**src/rtl/cpu_pkg.sv**
```systemverilog
// Shared CPU definitions: word type, next-PC source codes, bubble encoding, reset PC,
// fetch FSM states and the IF/ID register layout.
package cpu_pkg;
  localparam int XLEN = 32;
  typedef logic [XLEN-1:0] word_t;

  typedef enum logic [1:0] {
    PCSRC_SEQ = 2'b00,
    PCSRC_BR  = 2'b01,
    PCSRC_JR  = 2'b10,
    PCSRC_J   = 2'b11
  } pcsrc_e;

  localparam word_t NOP_INST = 32'h0000_0000;
  localparam word_t RESET_PC = 32'h0000_0000;

  // IDLE only exists for the cycle after reset so req rises one edge after release.
  typedef enum logic [1:0] {F_IDLE, F_REQ, F_WAIT, F_HOLD} fstate_e;

  typedef struct packed {
    word_t dpc4;
    word_t inst;
    logic  dvalid;
  } ifid_t;

  function automatic word_t pc_plus4(input word_t p);
    return p + 32'd4;
  endfunction
endpackage

```
**src/rtl/fetch_skid.sv**
```systemverilog
// One-entry skid buffer holding a fetched word while decode is stalled.
module fetch_skid
  import cpu_pkg::*;
(
  input  logic  clock,
  input  logic  resetn,
  input  logic  load,
  input  logic  drain,
  input  word_t din,
  output logic  valid,
  output word_t dout
);
  always_ff @(posedge clock or negedge resetn) begin
    if (!resetn) begin
      valid <= 1'b0;
      dout  <= '0;
    end else if (load) begin
      valid <= 1'b1;
      dout  <= din;
    end else if (drain) begin
      valid <= 1'b0;
    end
  end
endmodule

```
**src/rtl/pipe_fetch.sv**
```systemverilog
// IF stage + IF/ID register. Default: one branch delay slot. Define PIPE_FETCH_KILL_EN
// to drop the delay slot (the word behind a taken redirect is squashed to a bubble).
module pipe_fetch #(
  parameter logic [31:0] RESET_PC = cpu_pkg::RESET_PC,
  parameter logic [31:0] NOP_INST = cpu_pkg::NOP_INST
) (
  input  logic        clock,
  input  logic        resetn,
  input  logic [1:0]  pcsource,
  input  logic [31:0] bpc,
  input  logic [31:0] rpc,
  input  logic [31:0] jpc,
  input  logic        wpcir,
  output logic        imem_req,
  output logic [31:0] imem_addr,
  input  logic        imem_ready,
  input  logic [31:0] imem_rdata,
  output logic [31:0] pc,
  output logic [31:0] dpc4,
  output logic [31:0] inst,
  output logic        dvalid
);
  import cpu_pkg::*;

  fstate_e state_q, state_d;
  ifid_t   ifid_q;
  word_t   buf_data, w, target, npc, redir_pc;
  logic    buf_valid, transfer, f, redirect, redir_valid, squash;

  assign imem_req  = (state_q == F_REQ) || (state_q == F_WAIT);
  assign imem_addr = pc;
  assign transfer  = imem_req & imem_ready;
  assign f         = transfer | buf_valid;
  assign w         = buf_valid ? buf_data : imem_rdata;
  assign redirect  = (pcsource != PCSRC_SEQ) && wpcir;

  always_comb begin
    target = pc_plus4(pc);
    case (pcsource)
      PCSRC_BR: target = bpc;
      PCSRC_JR: target = rpc;
      PCSRC_J:  target = jpc;
      default:  target = pc_plus4(pc);
    endcase
  end

  // A redirect decoded while the slot fetch was still pending takes priority.
  assign npc = redir_valid ? redir_pc : target;

  fetch_skid u_skid (
    .clock  (clock),
    .resetn (resetn),
    .load   (transfer & ~wpcir),
    .drain  (f & wpcir),
    .din    (imem_rdata),
    .valid  (buf_valid),
    .dout   (buf_data)
  );

`ifdef PIPE_FETCH_KILL_EN
  logic kill_q;

  // The fetch in flight when a redirect arrives cannot be retargeted; drop its data instead.
  always_ff @(posedge clock or negedge resetn) begin
    if (!resetn)          kill_q <= 1'b0;
    else if (f && wpcir)  kill_q <= 1'b0;
    else if (redirect)    kill_q <= 1'b1;
  end

  assign squash = kill_q | redirect;
`else
  assign squash = 1'b0;
`endif

  always_ff @(posedge clock or negedge resetn) begin
    if (!resetn) begin
      redir_valid <= 1'b0;
      redir_pc    <= '0;
    end else if (f && wpcir) begin
      redir_valid <= 1'b0;
    end else if (!f && redirect) begin
      redir_valid <= 1'b1;
      redir_pc    <= target;
    end
  end

  always_ff @(posedge clock or negedge resetn) begin
    if (!resetn) pc <= RESET_PC;
    else if (f && wpcir) pc <= npc;
  end

  always_ff @(posedge clock or negedge resetn) begin
    if (!resetn) begin
      ifid_q <= '{dpc4: RESET_PC + 32'd4, inst: NOP_INST, dvalid: 1'b0};
    end else if (wpcir) begin
      if (f && !squash) ifid_q <= '{dpc4: pc_plus4(pc), inst: w, dvalid: 1'b1};
      else              ifid_q <= '{dpc4: ifid_q.dpc4, inst: NOP_INST, dvalid: 1'b0};
    end
  end

  assign dpc4   = ifid_q.dpc4;
  assign inst   = ifid_q.inst;
  assign dvalid = ifid_q.dvalid;

  always_ff @(posedge clock or negedge resetn) begin
    if (!resetn) state_q <= F_IDLE;
    else         state_q <= state_d;
  end

  always_comb begin
    state_d = state_q;
    case (state_q)
      F_IDLE: state_d = F_REQ;
      F_REQ, F_WAIT: begin
        if (transfer) state_d = wpcir ? F_REQ : F_HOLD;
        else          state_d = F_WAIT;
      end
      F_HOLD: if (wpcir) state_d = F_REQ;
      default: state_d = F_IDLE;
    endcase
  end
endmodule

```
**config.mk**
```make
export PLATFORM = sky130hd
export DESIGN_NAME = pipe_fetch
export DESIGN_NICKNAME = d
export VERILOG_FILES = /design/src/rtl/cpu_pkg.sv /design/src/rtl/fetch_skid.sv /design/src/rtl/pipe_fetch.sv
export SDC_FILE = /design/constraint.sdc
export NUM_CORES = 1
export LEC_CHECK = 0
export CORE_MARGIN = 8
export CORE_UTILIZATION = 48
export CTS_CLUSTER_DIAMETER = 50
export DETAILED_ROUTE_END_ITERATION = 16
export PLACE_DENSITY = 0.82
export SYNTH_ARGS = -nofsm -noshare
export SYNTH_HDL_FRONTEND = slang
export SYNTH_SLANG_ARGS = --single-unit
export TNS_END_PERCENT = 1
```
**constraint.sdc**
```tcl
create_clock -name clock -period 2.7 [get_ports clock]
set_clock_uncertainty 0.2 [all_clocks]
set_input_delay 0.54 -clock clock [delete_from_list [all_inputs] [get_ports clock]]
set_output_delay 0.54 -clock clock [all_outputs]
set_load 0.02 [all_outputs]
```
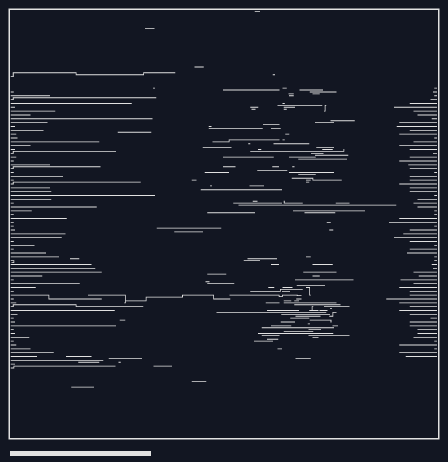
(run_1/met3.png)
The bar under the picture is 50 microns long.
The wires run mostly horizontal. 227 nets have wire on it. The longest straight run is 55.7 microns.

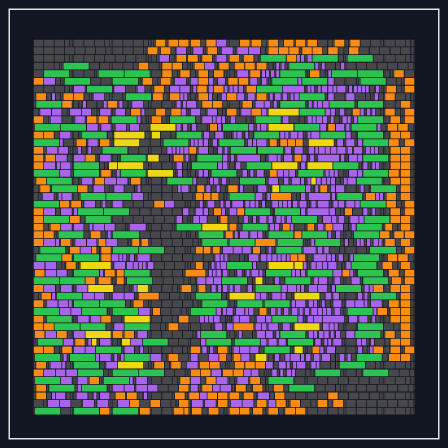
(run_1/cell_classes.png)
Fill, decap, tap and diode cells in grey.
other buffers and delay cells: shown in orange, cells 314, share of their area 25%. flip-flops: shown in green, cells 165, share of their area 34%. clock drivers and dummy loads: shown in yellow, cells 32, share of their area 5.1%. all other logic: shown in purple, cells 636, share of their area 35%.

==> results_dict.tcl, run 1 <==
# collected from the flow reports
set metrics [dict create \
    status "completed" \
    fin_nets 1270 \
    slowest_delay_ns 0.63 \
    nFillCells 1427 \
    synth_top_cell_by_area "dfrtp_1" \
    yosysUniqueCellTypes 65 \
    worstMarginPinSlew_ns 0.581 \
    initCoreUtil_pct 49.1 \
    yosysSeqAreaShare_pct 46.7 \
    worstSetupPathDepth 5 \
    cts_max_level 4 \
    synth_flops 165 \
    layout-drive-gt1-share_pct 16.6 \
    grt_start_max_net_pins 48 \
    setup_tns_ns 0 \
    mostFrequentLayoutCells "259 x clkdlybuf4s50_1, 163 x dfrtp_1, 105 x nand2_1" \
    critPathCaptureType "flop" \
    setup_viol 0 \
    cts_tree "yes" \
    dp_cells 1343 \
    finalClockPeriodUsage_pct 91.3 \
    synthCells 894 \
    holdPathEnd "redir_pc[2]" \
    start_kind "flop" \
    drtAntennaViolNets 0 \
    rsz0062_at_grt "false" \
    top_cell_area_share_pct 46.4 \
    power_density_nw_per_um2 1140 \
    cts_max_path_buffers 2 \
    grt_usage_pct 23.4 \
    period_needed_ns 2.47 \
    placed_cell_area_sq_um 11700 \
    hold_class "input port to flop" \
    post_cts.repair.setup_buffers 0 \
    top_power_group "combinational logic" \
    swShare_pct 40.2 \
    cp_top_family "simple AND/OR/NAND/NOR gates" \
    dp_slack_ns 0.0751 \
    cp_slowest_cell "or4_4" \
    critical_path_class "flop to flop" \
    slew_violations 0 \
    total_power_mw 14.0 \
    worst-path-buf-inv 0 \
    seq_power_mw 4.56 \
    whs_path_depth 2 \
    finalNonFillerCells 1376 \
    fin_hold_ws_ns 0.263 \
    powerClk_mw 2.57 \
    max_freq_ghz 0.406 \
    dr.pass1.iters 6 \
    syn_to_final_growth_pct 39.4 \
    post-dp-hpwl_mm 20.7 \
    rr_worst_depth 5 \
    die_area_sq_um 23000 \
    layout.cells.most_common "clkdlybuf4s50_1" \
    powerComb_mw 6.89 \
    relSlewSlack_pct 60.9 \
    utilization_pct 68.5 \
    flop_cell "dfrtp_1" \
    io_buffers 263 \
    grt_antenna_before_repair 1 \
    yosysCellCount 894 \
    grt_pass1_wl_mm 43.9 \
    final_area_sq_um 12300 \
    clkLatencyLatePin_ns 0.43 \
    antennaDiodeCount 0 \
    synth.area.top_cells "dfrtp_1 46%, mux2_2 11%, mux2i_1 5.7%" \
    ys_warn_count 0 \
    synth-edff-count 0 \
    routed_wl_mm 27.5 \
    cts_made_buffers 17 \
    logic_area_sq_um 4190 \
    rrSetupSlack_ns 0.23 \
    finalHoldViolCount 0 \
    cp_cell_sequence "nand4_4 > or4_4 > nor3_1 > o21ai_0 > a32o_1" \
    drt_iter0_drc 647 \
    crit_start "imem_addr[15]" \
    cts.sinks 165 \
    intPower_mw 8.39 \
    avgSynthCellArea_sq_um 9.90 \
    wl_per_cell_microns 20.0 \
    critPathRequiredTime_ns 2.82 \
    drc 0 \
    r2r-start "imem_addr[15]" \
]
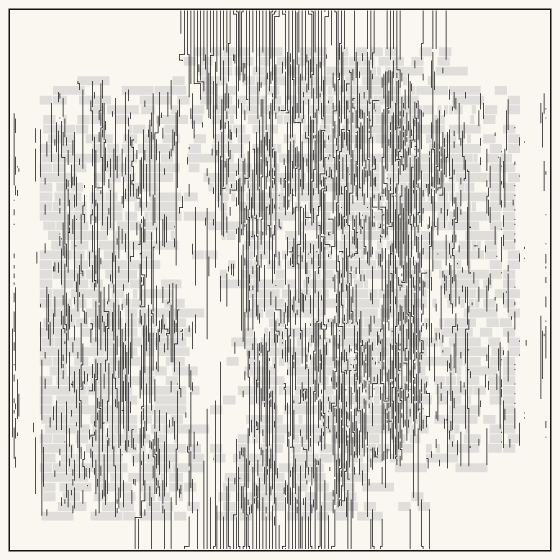
(run_1/met2.png)
The longest straight run is 57.8 microns. 1112 nets have wire on it. The layer carries 13200 microns of wire. The layer holds 48% of the routed length.

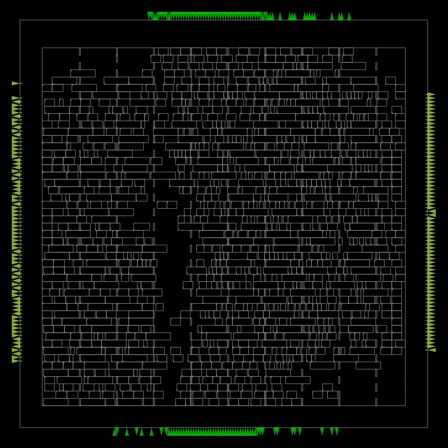
(run_1/final_placement.png)
row count: 49
core footprint: 18000 sq um

run 1: kinds of logic (layout without fill, tap and decap cells):
logic type      Yosys count  count (layout)  share of synthesized area [%]
buf+inv                 104             357                           6.27
compound gates          188             188                           13.0
simple gates            275             275                           14.8
mux                     134             134                           16.5
fa+ha+maj                 2               2                          0.283
xor+xnor                 26              26                           2.57
flops                   165             165                           46.7
run 1: sequential cells by signal (all words and copies together) (netlist names), 2 cells and up:
register     flops
dpc4            32
u_skid.dout     32
redir_pc        32
state_q          2
imem_addr       32
inst            32
run 1: synth_stat cells (3+ instances only):
cell type    n
dfrtp_1    164
nand2_1    105
mux2_2      83
nor2_1      83
o21ai_0     77
mux2i_1     50
a21oi_1     37
buf_4       33
clkbuf_1    33
nand3_1     23
xnor2_1     17
buf_1       16
a22oi_1     15
inv_1       11
nand2b_1    10
nor3_1      10
o22ai_1      9
xor2_1       9
a31oi_1      8
nand4_1      8
or3_1        8
a211oi_1     7
buf_2        6
and3_1       4
buf_6        4
nor4_1       4
a21o_1       3
a32o_1       3
nor4_4       3
o311ai_0     3
run 1: timing repair:
action                                  CTS  global route
hold buffers                              1             0
hold endpoints to repair                 43             0
resized                                   0             1
endpoints found under the setup margin    0             1
run 1: metal layers:
metal	routed length (microns)	GRT usage (%)	part of all wire (%)	vias to the layer above
li1	-	-	-	3628
met1	11000	27.7	40	3747
met2	13200	38.5	48	368
met3	2740	9.46	9.9	51
met4	540	6.65	2.0	2
met5	13	0	0.047	-
run 1: layout make-up:
cell class	count	area share (%)
Clock buffer	17	3.45
Clock inverter	15	1.56
Inverter	11	0.335
Multi-Input combinational cell	625	34.0
Sequential cell	165	33.5
Tap cell	229	2.32
Timing Repair Buffer	314	24.9
--- run 2 (diff from run 1) ---
TNS_END_PERCENT = 20   (was 1)
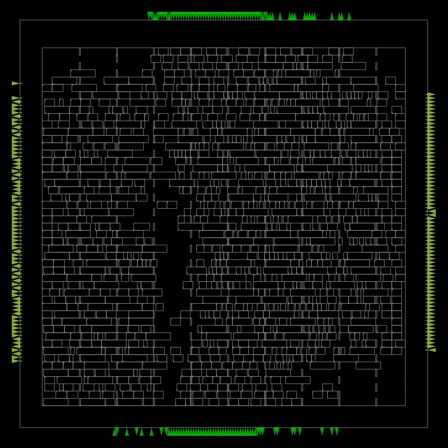
(run_2/final_placement.png)
Core Util, Final: 68.5%
filler instances: 1427

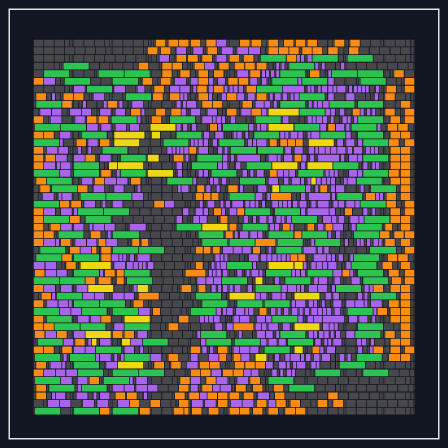
(run_2/cell_classes.png)
Fill, decap, tap and diode cells in grey.
other buffers and delay cells: shown in orange, cells 314, share of their area 25%. flip-flops: shown in green, cells 165, share of their area 34%. all other logic: shown in purple, cells 636, share of their area 35%. clock drivers and dummy loads: shown in yellow, cells 32, share of their area 5.1%.

==> run 2 against run 1 <==
Compared with the run above: maximum frequency is the same; utilization is the same; hold slack is the same; synthesized area is the same; first-iteration DRC count is the same; sequential share of layout area is the same; final cell count is the same; sequential power is essentially flat; sequential cell count is the same; synthesized cell count is the same; largest power group unchanged.
==> results_dict.tcl, run 2 <==
# collected from the flow reports
set metrics [dict create \
    avgSynthCellArea_sq_um 9.90 \
    io_buffers 263 \
    slew_violations 0 \
    rsz0062_at_grt "false" \
    wl_per_cell_microns 20.0 \
    whs_path_depth 2 \
    post_cts.repair.setup_buffers 0 \
    cts_max_level 4 \
    coreArea_sq_um 18000 \
    top_cell_area_share_pct 46.4 \
    rr_worst_depth 5 \
    synth.area.top_cells "dfrtp_1 46%, mux2_2 11%, mux2i_1 5.7%" \
    r2r-start "imem_addr[15]" \
    top_power_group "combinational logic" \
    cts_max_path_buffers 2 \
    status "completed" \
    finalHoldViolCount 0 \
    setup_tns_ns 0 \
    drtAntennaViolNets 0 \
    period_needed_ns 2.47 \
    powerComb_mw 6.89 \
    layout.cells.most_common "clkdlybuf4s50_1" \
    critPathRequiredTime_ns 2.82 \
    global_route.usage.met2_pct 38.5 \
    cts.sinks 165 \
    drt_iter0_drc 647 \
    setup_viol 0 \
    syn_to_final_growth_pct 39.4 \
    final_area_sq_um 12300 \
    synth.most_common_cell "dfrtp_1" \
    hold_class "input port to flop" \
    clkLatencyLatePin_ns 0.43 \
    busiest_layer "met2" \
    die_area_sq_um 23000 \
    grt_use_met3_pct 9.46 \
    routed_wl_mm 27.5 \
    total_power_mw 14.0 \
    seq_power_mw 4.56 \
    fin_hold_ws_ns 0.263 \
    grt_start_max_net_pins 48 \
    layout-drive-gt1-share_pct 16.6 \
    mostFrequentLayoutCells "259 x clkdlybuf4s50_1, 163 x dfrtp_1, 105 x nand2_1" \
    critPathCaptureType "flop" \
    antennaDiodeCount 0 \
    max_freq_ghz 0.406 \
    swShare_pct 40.2 \
    rrSetupSlack_ns 0.23 \
    post-dp-hpwl_mm 20.7 \
    ys_warn_count 0 \
    flop_cell "dfrtp_1" \
    start_kind "flop" \
    yosysUniqueCellTypes 65 \
    yosysSeqAreaShare_pct 46.7 \
    synth_top_cell_by_area "dfrtp_1" \
    drc 0 \
    finalNonFillerCells 1376 \
    intPower_mw 8.39 \
    grt_use_met1_pct 27.7 \
    power_density_nw_per_um2 1140 \
    dr.pass1.iters 6 \
    grt_antenna_before_repair 1 \
    finalClockPeriodUsage_pct 91.3 \
    powerClk_mw 2.57 \
    netlist_top_cells_count "164 x dfrtp_1, 105 x nand2_1, 83 x mux2_2, 83 x nor2_1, 77 x o21ai_0" \
]
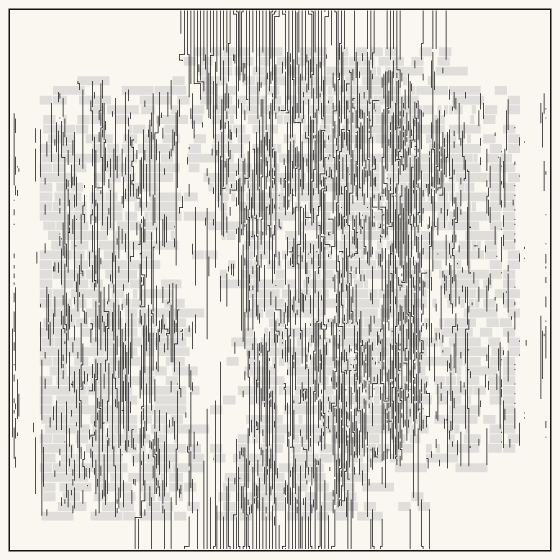
(run_2/met2.png)
1112 nets have wire on it. The longest straight run is 57.8 microns. The wires run mostly vertical. The layer holds 48% of the routed length.

==> run 2: cell counts after synthesis <==
Identical to the previous run, type by type.
==> run 2: per-layer routing <==
layer,part of all wire (%),vias to the layer above
met5,0.047,-
met4,2.0,2
met3,9.9,51
met2,48,368
met1,40,3747
li1,-,3628
==> run 2: repair_timing <==
item,CTS,global route
hold endpoints to repair,43,0
resized,0,1
setup endpoints to repair,0,1
hold buffers,1,0
==> run 2: layout make-up <==
type | instances | area (sq um)
Fill cell | 1427 | 5680
Multi-Input combinational cell | 625 | 4190
Sequential cell | 165 | 4130
Timing Repair Buffer | 314 | 3070
Clock buffer | 17 | 425
Tap cell | 229 | 287
Clock inverter | 15 | 193
Inverter | 11 | 41.3
==> run 2: worst max path at each step <==
stage	startpoint	to	slack, ns	cells after the start
CTS	state_q[0]	imem_req	0.01	2
floorplan	state_q[0]	imem_addr[10]	0.41	8
finish	imem_addr[15]	imem_addr[25]	0.23	5
global route	imem_addr[15]	imem_addr[25]	0.14	5
global placement	pcsource[1]	imem_addr[24]	0.12	6
detailed placement	pcsource[1]	imem_addr[24]	0.08	6
==> run 2: logic make-up (layout without fill, tap and decap cells) <==
kind of cell               Yosys count  in the layout  share of synthesized area (%)
AOI/OAI and AO/OA                  188            188                           13.0
xor gates and xnor gates            26             26                           2.57
adders and majority gates            2              2                          0.283
buffers and inverters              104            357                           6.27
DFF                                165            165                           46.7
muxes                              134            134                           16.5
and+or+nand+nor                    275            275                           14.8
==> run 2: worst max-delay path: stages, from the launching register on <==
cell and delay [ns]:
dfrtp_1 0.50, nand4_4 0.23, or4_4 0.63, nor3_1 0.44, o21ai_0 0.14, a32o_1 0.22
Power figures rest on the tool's default switching activity, not on a simulated workload.
